==> images/pins.png <==
Drawn at 3 px/µm. Pins as bars across the die edge, other pins in grey.
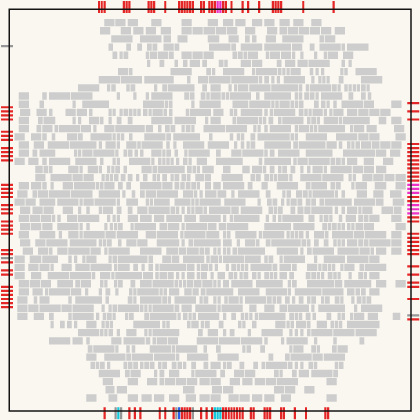
==> images/zoom.png <==
Region (75, 75) to (125, 125) µm. Cells in grey, sequential cells in the stronger grey; small squares are vias.
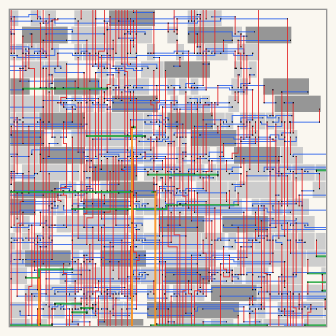
==> images/final_clocks.png <==
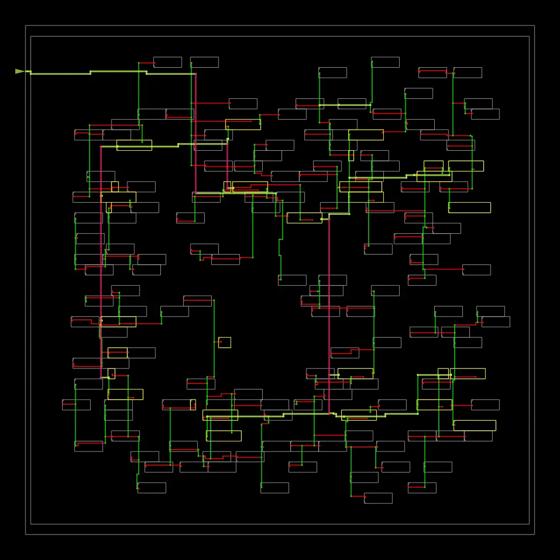
--- src/rtl/serializer_pkg.sv ---
`default_nettype none
// ============================================================================
// Module   : serializer_pkg
// Purpose  : Shared sizes and FSM state type for the vector serializer.
// Revision : 1.0 - initial release
// ============================================================================
package serializer_pkg;
  localparam int NUM_ELEM = 16;
  localparam int IDX_W    = 4;

  typedef enum logic {
    IDLE   = 1'b0,
    SERIAL = 1'b1
  } state_t;
endpackage
`default_nettype wire

--- src/rtl/multiplexer_16to1.sv ---
`default_nettype none
// ============================================================================
// Module   : multiplexer_16to1
// Purpose  : Plain 16:1 multiplexer of M-bit lanes; lane j = in_data[j*M +: M].
// Revision : 1.0 - initial release
// ============================================================================
module multiplexer_16to1 #(
  parameter int M = 8
) (
  input  logic [16*M-1:0] in_data,
  input  logic [3:0]      sel,
  output logic [M-1:0]    out_data
);
  always_comb begin
    out_data = in_data[sel*M +: M];
  end
endmodule
`default_nettype wire

--- src/rtl/vector_serializer_16.sv ---
`default_nettype none
// ============================================================================
// Module   : vector_serializer_16
// Purpose  : Accepts a 16-element vector and streams elements 0..last_idx
//            one per cycle on a valid/ready interface with a last flag.
// Revision : 1.0 - initial release
// ============================================================================
module vector_serializer_16 #(
  parameter int M = 8
) (
  input  logic          clk,
  input  logic          rst,
  input  logic          in_valid,
  output logic          in_ready,
  input  logic [16*M-1:0] in_data,
  input  logic [3:0]    in_last_idx,
  output logic          out_valid,
  input  logic          out_ready,
  output logic [M-1:0]  out_data,
  output logic          out_last,
  output logic          busy
);
  import serializer_pkg::*;

  state_t                  r_state;
  state_t                  w_state_nxt;
  logic [NUM_ELEM*M-1:0]   r_vec;
  logic [IDX_W-1:0]        r_last;
  logic [IDX_W-1:0]        r_idx;
  logic [IDX_W-1:0]        w_sel;
  logic [NUM_ELEM*M-1:0]   w_mux_in;
  logic                    w_serial;
  logic                    w_at_last;
  logic                    w_beat;
  logic                    w_load;

  assign w_serial  = (r_state == SERIAL);
  assign w_at_last = w_serial && (r_idx == r_last);
  assign w_beat    = w_serial && out_ready;
  assign in_ready  = !rst && ((r_state == IDLE) || (w_beat && w_at_last));
  assign w_load    = in_valid && in_ready;

  assign out_valid = w_serial;
  assign out_last  = w_at_last;
  assign busy      = w_serial;

  // The mux decodes sel with bits [3:2] inverted, so lane j carries element j^12.
  assign w_sel = {~r_idx[3:2], r_idx[1:0]};

  for (genvar j = 0; j < NUM_ELEM; j++) begin : g_perm
    localparam int c_ELEM = j ^ 12;
    assign w_mux_in[j*M +: M] = r_vec[c_ELEM*M +: M];
  end

  multiplexer_16to1 #(.M(M)) u_mux (
    .in_data  (w_mux_in),
    .sel      (w_sel),
    .out_data (out_data)
  );

  always_comb begin
    w_state_nxt = r_state;
    case (r_state)
      IDLE: begin
        if (w_load) w_state_nxt = SERIAL;
      end
      SERIAL: begin
        if (w_beat && w_at_last) w_state_nxt = w_load ? SERIAL : IDLE;
      end
      default: w_state_nxt = IDLE;
    endcase
  end

  always_ff @(posedge clk) begin
    if (rst) begin
      r_state <= IDLE;
      r_vec   <= '0;
      r_last  <= '0;
      r_idx   <= '0;
    end else begin
      r_state <= w_state_nxt;
      if (w_load) begin
        r_vec  <= in_data;
        r_last <= in_last_idx;
        r_idx  <= '0;
      end else if (w_beat && !w_at_last) begin
        r_idx <= r_idx + 1'b1;
      end
    end
  end
endmodule
`default_nettype wire

--- config.mk ---
export PLATFORM = sky130hd
export DESIGN_NAME = vector_serializer_16
export DESIGN_NICKNAME = d
export VERILOG_FILES = /design/src/rtl/serializer_pkg.sv /design/src/rtl/multiplexer_16to1.sv /design/src/rtl/vector_serializer_16.sv
export SDC_FILE = /design/constraint.sdc
export NUM_CORES = 1
export LEC_CHECK = 0
export ABC_AREA = 1
export CAP_MARGIN = 5
export CORE_UTILIZATION = 40
export DETAILED_ROUTE_END_ITERATION = 12
export PLACE_DENSITY = 0.65
export SETUP_SLACK_MARGIN = 0.15
export SLEW_MARGIN = 20
export SYNTH_ARGS = -nofsm -noshare
export SYNTH_HDL_FRONTEND = slang
export SYNTH_HIERARCHICAL = 1
export SYNTH_SLANG_ARGS = --single-unit
--- constraint.sdc ---
create_clock -name clk -period 1.9 [get_ports clk]
set_input_delay 0.475 -clock clk [delete_from_list [all_inputs] [get_ports clk]]
set_output_delay 0.475 -clock clk [all_outputs]
set_load 0.03 [all_outputs]
==> reports/notes.md <==
The run finished, with violations left. The checks that failed: setup timing. After clock tree synthesis, the setup repair step added 8 buffers. Leaving out filler cells and counting taps, the final layout contains 1448. The clock root buffer was clkbuf_16. The number of global-route vias before repair was 6586. From the final report, the count of setup violators was given as 146.

Once synthesis finished, the tally of register bits stood at 137. The run gives -370 ps as the final worst setup slack. The die outline width came out at 133 µm. The report lists the power per cell area as 811 nW/µm². The leftover overflow at the end of global routing came out at 0.

In this run the remaining antenna-violating nets after routing total 0. Yosys reported that registers with async set or reset make up 0%. Capturing element type of the critical path: a primary output. The area of all placed cells without fillers was 10900 µm². Per the breakdown, switching nets consume 28.5% of all power.

Derived from the worst setup path, the maximum achievable clock frequency is 441 MHz. In this run the maximum-capacitance check reported violations numbering 0. The library cells used most frequently in the layout, excluding fill and tap cells, are nand2_1 (312), nand3_1 (223), nand3_2 (142), dfxtp_1 (136), clkdlybuf4s50_1 (134).

The count of input and output buffers was 147; the met2 routing resource usage after global routing was 38.8%. The count of yosys warnings during synthesis was 6.
-- pins.png (at the start) --
| colour | port | pins | direction | edge |
|---|---|---|---|---|
| cyan | `in_last_idx` | 4 | input | bottom |
| red | `in_data` | 128 | input | 33 bottom, 33 left, 33 top, 29 right |
| blue | `out_ready` | 1 | input | bottom |
| magenta | `out_data` | 8 | output | 6 right, 2 top |
all pins by edge: 42 bottom, 36 right, 35 left, 35 top

-- zoom.png (at the start) --
| colour | layer |
|---|---|
| green | met3 |
| orange | met4 |
| red | met2 |
| blue | met1 |
sequential cells in the window: 28
most frequent: nand2_1 (69), nand3_2 (39), nand3_1 (33)
cells with their middle in the window: 209
netlist names of flops here include: `r_vec` (28)

-- final_clocks.png (at the start) --
final sequential cell count: 137
skew final: 9.02 ps
total clock sinks: 137

## cell type report
type / count / share of cell area [%]
clock buffers: 22 / 4.24
clock inverters: 8 / 1.11
inverters: 116 / 4.08
multi-input cells: 703 / 35.7
flip-flops and latches: 137 / 25.1
well taps: 220 / 2.52
repair buffers: 242 / 27.2
## registers in the layout, summed over array words and instances (netlist names)
register,cells
r_last,4
r_idx,4
r_vec,128
busy,1
## critical path: stages, from the launching register on
cell	delay [ps]
dfxtp_4	420
buf_12	210
nand2_1	100
nand2_1	70
nand2_1	60
nand3_1	110
nand3_2	130
nand2_2	120
buf_6	130
## metal layers
| layer | vias to the layer above | wire length, µm |
|---|---|---|
| li1 | 3687 | - |
| met1 | 3604 | 10400 |
| met2 | 329 | 12100 |
| met3 | 64 | 1820 |
| met4 | 0 | 765 |
| met5 | - | 0 |
Power figures rest on the tool's default switching activity, not on a simulated workload.
